==> config.mk <==
export PLATFORM = sky130hd
export DESIGN_NAME = rc4_xor_stream
export DESIGN_NICKNAME = d
export VERILOG_FILES = /design/src/rtl/rc4_pkg.sv /design/src/rtl/rc4_ks_fifo.sv /design/src/rtl/rc4_xor_stream.sv
export SDC_FILE = /design/constraint.sdc
export NUM_CORES = 1
export LEC_CHECK = 0
export CORE_AREA = 3 3 97 118
export CTS_BUF_LIST = sky130_fd_sc_hd__clkbuf_8
export DETAILED_ROUTE_END_ITERATION = 8
export DIE_AREA = 0 0 100 121
export GPL_ROUTABILITY_DRIVEN = 0
export HOLD_SLACK_MARGIN = 0.05
export PLACE_DENSITY = 0.52
export SLEW_MARGIN = 10
export SYNTH_ARGS = -nofsm -noshare
export SYNTH_HDL_FRONTEND = slang
export SYNTH_SLANG_ARGS = --single-unit
export TNS_END_PERCENT = 10
==> constraint.sdc <==
create_clock -name clk -period 2.4 [get_ports clk]
set_input_delay 0.48 -clock clk [delete_from_list [all_inputs] [get_ports clk]]
set_output_delay 0.48 -clock clk [all_outputs]
set_load 0.005 [all_outputs]
==> src/rtl/rc4_pkg.sv <==
// Shared types and defaults for the RC4 keystream consumer.
// Configuration macro: RC4_DISCARD_EN enables the RC4-drop[N] discard phase.
package rc4_pkg;

  typedef enum logic [1:0] {
    ST_IDLE    = 2'd0,
    ST_DISCARD = 2'd1,
    ST_RUN     = 2'd2,
    ST_DRAIN   = 2'd3
  } state_t;

  typedef logic [7:0] byte_t;

  localparam int RC4_DISCARD_DEFAULT = 256;

  function automatic byte_t xor_byte(input byte_t a, input byte_t b);
    return a ^ b;
  endfunction

endpackage

==> src/rtl/rc4_ks_fifo.sv <==
// Synchronous keystream FIFO; depth must be a power of two so pointers wrap naturally.
// Flush empties the FIFO and takes priority over a push or pop in the same cycle.
module rc4_ks_fifo
  import rc4_pkg::*;
#(
  parameter int KS_DEPTH = 4
) (
  input  logic                      clk,
  input  logic                      rst,
  input  logic                      push,
  input  byte_t                     push_data,
  input  logic                      pop,
  input  logic                      flush,
  output logic                      full,
  output logic                      empty,
  output logic [$clog2(KS_DEPTH):0] level,
  output byte_t                     head
);

  localparam int AW = $clog2(KS_DEPTH);
  localparam int LW = AW + 1;

  byte_t          mem [KS_DEPTH];
  logic  [AW-1:0] rd_ptr;
  logic  [AW-1:0] wr_ptr;
  logic           do_push;
  logic           do_pop;

  assign full    = (level == LW'(KS_DEPTH));
  assign empty   = (level == '0);
  assign do_push = push && !full && !flush;
  assign do_pop  = pop && !empty && !flush;
  assign head    = mem[rd_ptr];

  always_ff @(posedge clk) begin
    if (rst || flush) begin
      rd_ptr <= '0;
      wr_ptr <= '0;
      level  <= '0;
    end else begin
      if (do_push) wr_ptr <= wr_ptr + 1'b1;
      if (do_pop)  rd_ptr <= rd_ptr + 1'b1;
      case ({do_push, do_pop})
        2'b10:   level <= level + 1'b1;
        2'b01:   level <= level - 1'b1;
        default: level <= level;
      endcase
    end
  end

  // Storage is not reset: head is only consumed when the FIFO is non-empty.
  always_ff @(posedge clk) begin
    if (do_push) mem[wr_ptr] <= push_data;
  end

endmodule

==> src/rtl/rc4_xor_stream.sv <==
// XORs buffered RC4 keystream bytes with plaintext into a registered ciphertext stream.
// Configuration macro: RC4_DISCARD_EN adds the DISCARD state that drops DISCARD_N bytes after reset/rekey.
module rc4_xor_stream
  import rc4_pkg::*;
#(
  parameter int KS_DEPTH  = 4,
  parameter int LEN_W     = 16,
  parameter int DISCARD_N = RC4_DISCARD_DEFAULT
) (
  input  logic                      clk,
  input  logic                      rst,
  input  logic                      start,
  input  logic [LEN_W-1:0]          msg_len,
  input  logic                      rekey,
  input  logic                      ks_valid,
  input  logic [7:0]                ks_data,
  output logic                      ks_ready,
  input  logic                      pt_valid,
  input  logic [7:0]                pt_data,
  output logic                      pt_ready,
  output logic                      ct_valid,
  output logic [7:0]                ct_data,
  input  logic                      ct_ready,
  output logic                      busy,
  output logic                      done,
  output logic [$clog2(KS_DEPTH):0] ks_level,
  output state_t                    dbg_state
);

  if ((KS_DEPTH < 2) || ((KS_DEPTH & (KS_DEPTH - 1)) != 0)) begin : g_bad_depth
    $error("KS_DEPTH must be a power of two and at least 2");
  end
  if (DISCARD_N < 1) begin : g_bad_discard
    $error("DISCARD_N must be at least 1");
  end

  // All three byte streams: a transfer happens in a cycle where valid and ready
  // are both high; a producer holds valid and data stable until that cycle.
  state_t           state;
  logic [LEN_W-1:0] remain;
  logic             fifo_full;
  logic             fifo_empty;
  logic             fifo_pop;
  byte_t            fifo_head;
  logic             fire;
  logic             start_ok;
  logic             disc_needed;
  logic             disc_last;

  assign ks_ready  = !fifo_full;
  assign start_ok  = (state == ST_IDLE) && start && !busy;
  assign fire      = (state == ST_RUN) && pt_valid && !fifo_empty && (!ct_valid || ct_ready);
  assign pt_ready  = fire;
  assign dbg_state = state;

`ifdef RC4_DISCARD_EN
  localparam int DW = $clog2(DISCARD_N + 1);

  logic [DW-1:0] disc_cnt;
  logic          disc_pending;
  logic          disc_pop;

  assign disc_pop    = (state == ST_DISCARD) && !fifo_empty;
  assign disc_last   = disc_pop && !rekey && (disc_cnt == DW'(DISCARD_N - 1));
  assign disc_needed = disc_pending;
  assign fifo_pop    = fire || disc_pop;

  // A rekey mid-discard restarts the count, since the flushed bytes never got dropped.
  always_ff @(posedge clk) begin
    if (rst) begin
      disc_pending <= 1'b1;
      disc_cnt     <= '0;
    end else if (rekey) begin
      disc_pending <= 1'b1;
      disc_cnt     <= '0;
    end else if (disc_last) begin
      disc_pending <= 1'b0;
      disc_cnt     <= '0;
    end else if (disc_pop) begin
      disc_cnt     <= disc_cnt + 1'b1;
    end
  end
`else
  assign disc_last   = 1'b0;
  assign disc_needed = 1'b0;
  assign fifo_pop    = fire;
`endif

  rc4_ks_fifo #(
    .KS_DEPTH (KS_DEPTH)
  ) u_fifo (
    .clk       (clk),
    .rst       (rst),
    .push      (ks_valid),
    .push_data (ks_data),
    .pop       (fifo_pop),
    .flush     (rekey),
    .full      (fifo_full),
    .empty     (fifo_empty),
    .level     (ks_level),
    .head      (fifo_head)
  );

  always_ff @(posedge clk) begin
    if (rst) begin
      state    <= ST_IDLE;
      remain   <= '0;
      ct_valid <= 1'b0;
      ct_data  <= '0;
      busy     <= 1'b0;
      done     <= 1'b0;
    end else begin
      done <= 1'b0;
      // busy stays high through the done cycle, then drops.
      if (done) busy <= 1'b0;

      if (fire) begin
        ct_valid <= 1'b1;
        ct_data  <= xor_byte(pt_data, fifo_head);
      end else if (ct_ready) begin
        ct_valid <= 1'b0;
      end

      case (state)
        ST_IDLE: begin
          if (start_ok) begin
            busy <= 1'b1;
            if (msg_len == '0) begin
              done <= 1'b1;
            end else begin
              remain <= msg_len;
              state  <= disc_needed ? ST_DISCARD : ST_RUN;
            end
          end
        end
        ST_DISCARD: begin
          if (disc_last) state <= ST_RUN;
        end
        ST_RUN: begin
          if (fire) begin
            remain <= remain - 1'b1;
            if (remain == LEN_W'(1)) state <= ST_DRAIN;
          end
        end
        ST_DRAIN: begin
          if (ct_valid && ct_ready) begin
            done  <= 1'b1;
            state <= ST_IDLE;
          end
        end
        default: state <= ST_IDLE;
      endcase
    end
  end

endmodule

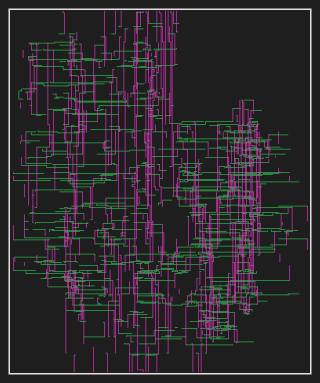
Figure 1: routed metal, one colour a layer.
(3 px per um) Two of the layers only.
- green: metal 1 (wire length 3330 um)
- magenta: metal 2 (wire length 3960 um)
total vias in the final route: 2485
wire length after detailed routing: 7780 um
Routed WL per cell: 15.1 um
total routing usage reported by global routing: 13.5%

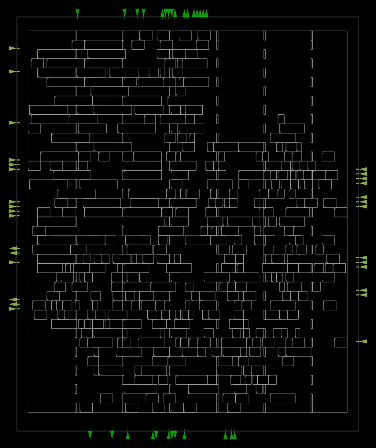
Figure 2: cell placement.
fraction of area in registers: 38.5%
num sequential: 70
Core Rows: 41

==> run notes <==
The tools report the worst setup slack after layout as 0.0197 ns. According to the floorplan report, the die height is 121 um. TritonCTS built the clock tree.

The tools report the end of the worst register-to-register path as u_fifo.level[2]. The logs give 0.429 mV for the largest voltage drop on the vdd net and 0 for the number of slew-limit violations in the final report. The classification of the worst-slack hold path was in -> reg. For the insertion delay of the later-clocked pin in the worst-skew pair, the log shows 0.35 ns.

The run gives 310 for the instance count of the mapped netlist. The run gives 99.2% for the ratio of final minimum period to clock period. The proportion of netlist area held by the largest area contributor came out at 28.1%. Looking at the clock tree report, the H-tree level count equals 3.

The logs give 0.00173 mm^2 for the combined flip-flop and latch cell area and 0 for the number of buffers inserted for hold repair after clock tree synthesis. For the pin with the worst max-slew slack, the measured transition is 0.561 ns. Per the timing report, the achievable frequency comes out to 0.420 GHz. The clock drives 70 sinks. The run finished with clean final reports. The worst setup path is of the in -> reg kind. Terminating pin of the worst hold path: ct_valid. The total die area is 0.0121 mm^2, and the first-pass GRT wire length is 12400 um. In the log, the iteration count for the first detailed-route pass is 6. The routed design shows a via density per instance of 4.83. For this design the ratio of total power to cell area is 949 mW/mm^2. The largest total area in the synthesized netlist belongs to sky130_fd_sc_hd__edfxtp_1. Setup total negative slack on the finished layout was measured at 0 ns. The post-synth register bit count is 70.

The cell at the slowest stage of the critical path was sky130_fd_sc_hd__clkdlybuf4s50_1. The area overhead of the layout relative to synthesis works out to 31.2%. The run gives 52 for the post-synthesis cell type count. In this run the worst path has a maximum fanout of 2. The tools report the total global routing overflow as 0. STA classifies the critical path endpoint as a flop. By area the synthesized netlist is led by sky130_fd_sc_hd__edfxtp_1 (28%), sky130_fd_sc_hd__dfxtp_1 (22%), sky130_fd_sc_hd__mux4_2 (5.3%). Per the placement log, port buffering inserted 56 buffers. The violation tally recorded at the end of detailed-routing iteration 0 is 36.

The run gives 50.4% for the share of the yosys chip area belonging to registers. The chip area estimate from yosys synthesis was 0.00342 mm^2. With the number of clock buffers inserted by TritonCTS at 9, the worst setup slack for register-to-register paths is 0.05 ns.

The synthesis report names the predominant flop master as sky130_fd_sc_hd__dfxtp_1. The number of placed instances, taps included was 495. The run gives 3 for the number of cells on the worst hold path. The tree is rooted in a sky130_fd_sc_hd__clkbuf_8. The finished layout holds 514 standard cells, fillers aside. The tools report the count of instantiated cells in the yosys netlist as 310. Sorting the synthesized cells by how often they occur yields sky130_fd_sc_hd__dfxtp_1 (38), sky130_fd_sc_hd__edfxtp_1 (32), sky130_fd_sc_hd__nor2_1 (28).

Most frequently used cell type in the post-synthesis netlist: sky130_fd_sc_hd__dfxtp_1. The final cell utilization of the core is 43.0%. The run gives 2 for the number of post-CTS setup repair buffers. The origin of the critical flop-to-flop path was dbg_state[0]. Power comes to 4.25 mW. The area taken by multi-input combinational cells is reported as 0.00162 mm^2. The required time of the worst setup path is 2.69 ns, and the quantity of gates resized following cts is 2. Among cell families on the critical path, the largest total delay comes from buffers and inverters. Summing every instance area after synthesis gives 0.00342 mm^2.

The script extracted a total leakage power of 1.55 nW.
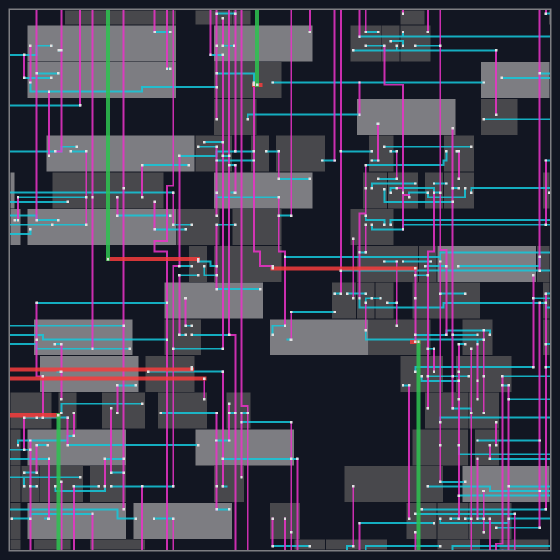
Figure 3: close-up of the layout.
Region (30, 40) to (70, 80) um. Cells in grey, sequential cells in the stronger grey; small squares are vias.
- red: metal 3
- cyan: metal 1
- magenta: metal 2
- green: metal 4
- most frequent: dfxtp_1 (14), nor2_1 (6), a21oi_1 (5)
- netlist names of flops here include: remain (5), u_fifo.mem (4), ct_data (3)
- cells with their middle in the window: 71
- sequential cells in the window: 18

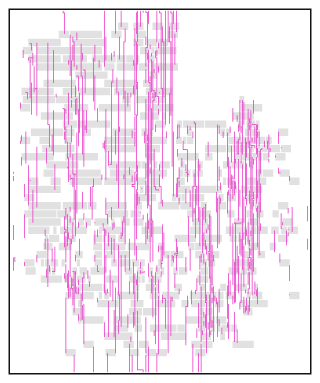
Figure 4: met2 routing.
(3 px per um) Cells faint in the background.
- nets with wire on the layer: 357
- wire length on this layer: 3960 um
fraction of met2 tracks used by global routing: 22.8%

-- power breakdown --
| part | internal [mW] | total (mW) | switching (mW) |
|---|---|---|---|
| sequential | 1.40 | 1.56 | 0.162 |
| combinational | 0.817 | 1.78 | 0.962 |
| clock | 0.398 | 0.911 | 0.513 |
-- kinds of logic after synthesis --
| logic type | after synthesis | synth area share [%] |
|---|---|---|
| multiplexers | 16 | 7.66 |
| flip-flops | 70 | 50.4 |
| AND-OR/OR-AND | 67 | 12.9 |
| XOR/XNOR | 13 | 3.33 |
| buffers and inverters | 31 | 3.85 |
| adder cells (fa/ha/maj) | 13 | 4.98 |
| AND/OR/NAND/NOR | 100 | 16.9 |
-- cell usage in the layout (no fill, tap or decap), drive strengths merged, types with 5 or more instances in the layout --
cell type | Yosys | final
inv | 13 | 17
ha | 12 | 12
nor2b | 7 | 7
nor3 | 5 | 5
nor4 | 7 | 7
nand2b | 17 | 17
clkdlybuf4s50 | 0 | 55
nor2 | 29 | 29
o32ai | 6 | 6
clkbuf | 10 | 9
nand3 | 6 | 6
nand2 | 7 | 7
or3 | 6 | 6
dfxtp | 38 | 38
xnor2 | 10 | 10
a211oi | 8 | 8
a21o | 5 | 5
mux4 | 8 | 8
edfxtp | 32 | 32
a21boi | 5 | 5
o21ai | 11 | 11
a21oi | 21 | 21
buf | 8 | 21
mux2i | 7 | 7
-- routing by layer --
metal / up-vias / share of wire (%) / track usage (%)
met4: 0 / 1.5 / 5.05
met5: - / 0 / 0
met2: 42 / 51 / 22.8
li1: 1272 / - / -
met3: 9 / 4.9 / 4.31
met1: 1162 / 43 / 15.8
-- worst max-delay path by stage --
stage	depth (start not counted)	to
floorplan	13	u_fifo.level[2]
global placement	10	u_fifo.level[2]
detailed placement	10	u_fifo.level[2]
CTS	11	u_fifo.level[2]
global route	12	u_fifo.level[2]
finish	11	u_fifo.level[2]
-- metrics by stage --
stage	cell area, um^2	hold WS (ns)
after global routing	4480	0.464
final	4480	0.460
after CTS	4460	0.485
after floorplan	3470	0.453
after global placement	4250	0.467
after detailed placement	4250	0.473
-- worst reg2reg max path, cell delays in order, from the launching register on --
cell,delay [ns]
sky130_fd_sc_hd__dfxtp_4,0.38
sky130_fd_sc_hd__inv_4,0.07
sky130_fd_sc_hd__ha_4,0.15
sky130_fd_sc_hd__o311ai_4,0.11
sky130_fd_sc_hd__nor2b_4,0.16
sky130_fd_sc_hd__buf_6,0.12
sky130_fd_sc_hd__and2b_1,0.14
sky130_fd_sc_hd__ha_2,0.19
sky130_fd_sc_hd__inv_2,0.04
sky130_fd_sc_hd__fa_2,0.34
sky130_fd_sc_hd__xor2_1,0.16
sky130_fd_sc_hd__or3_1,0.32
sky130_fd_sc_hd__a21oi_2,0.11
-- area by class of cell --
class                      instances  share of cell area (%)
sequential                        70                    38.5
multi-input combinational        209                    36.1
timing repair buffer              77                    16.5
tap                              129                    3.60
clock buffer                       9                    2.76
clock inverter                     7                    1.42
inverter                          13                    1.14
-- registers in the layout (all words and copies together), names as in the netlist, named ones only --
signal         count
ct_valid           1
ct_data            8
u_fifo.level       3
done               1
remain            16
u_fifo.mem        32
busy               1
u_fifo.rd_ptr      2
u_fifo.wr_ptr      2
dbg_state          2
No activity file was given, so power comes from the tool's default toggle rates.
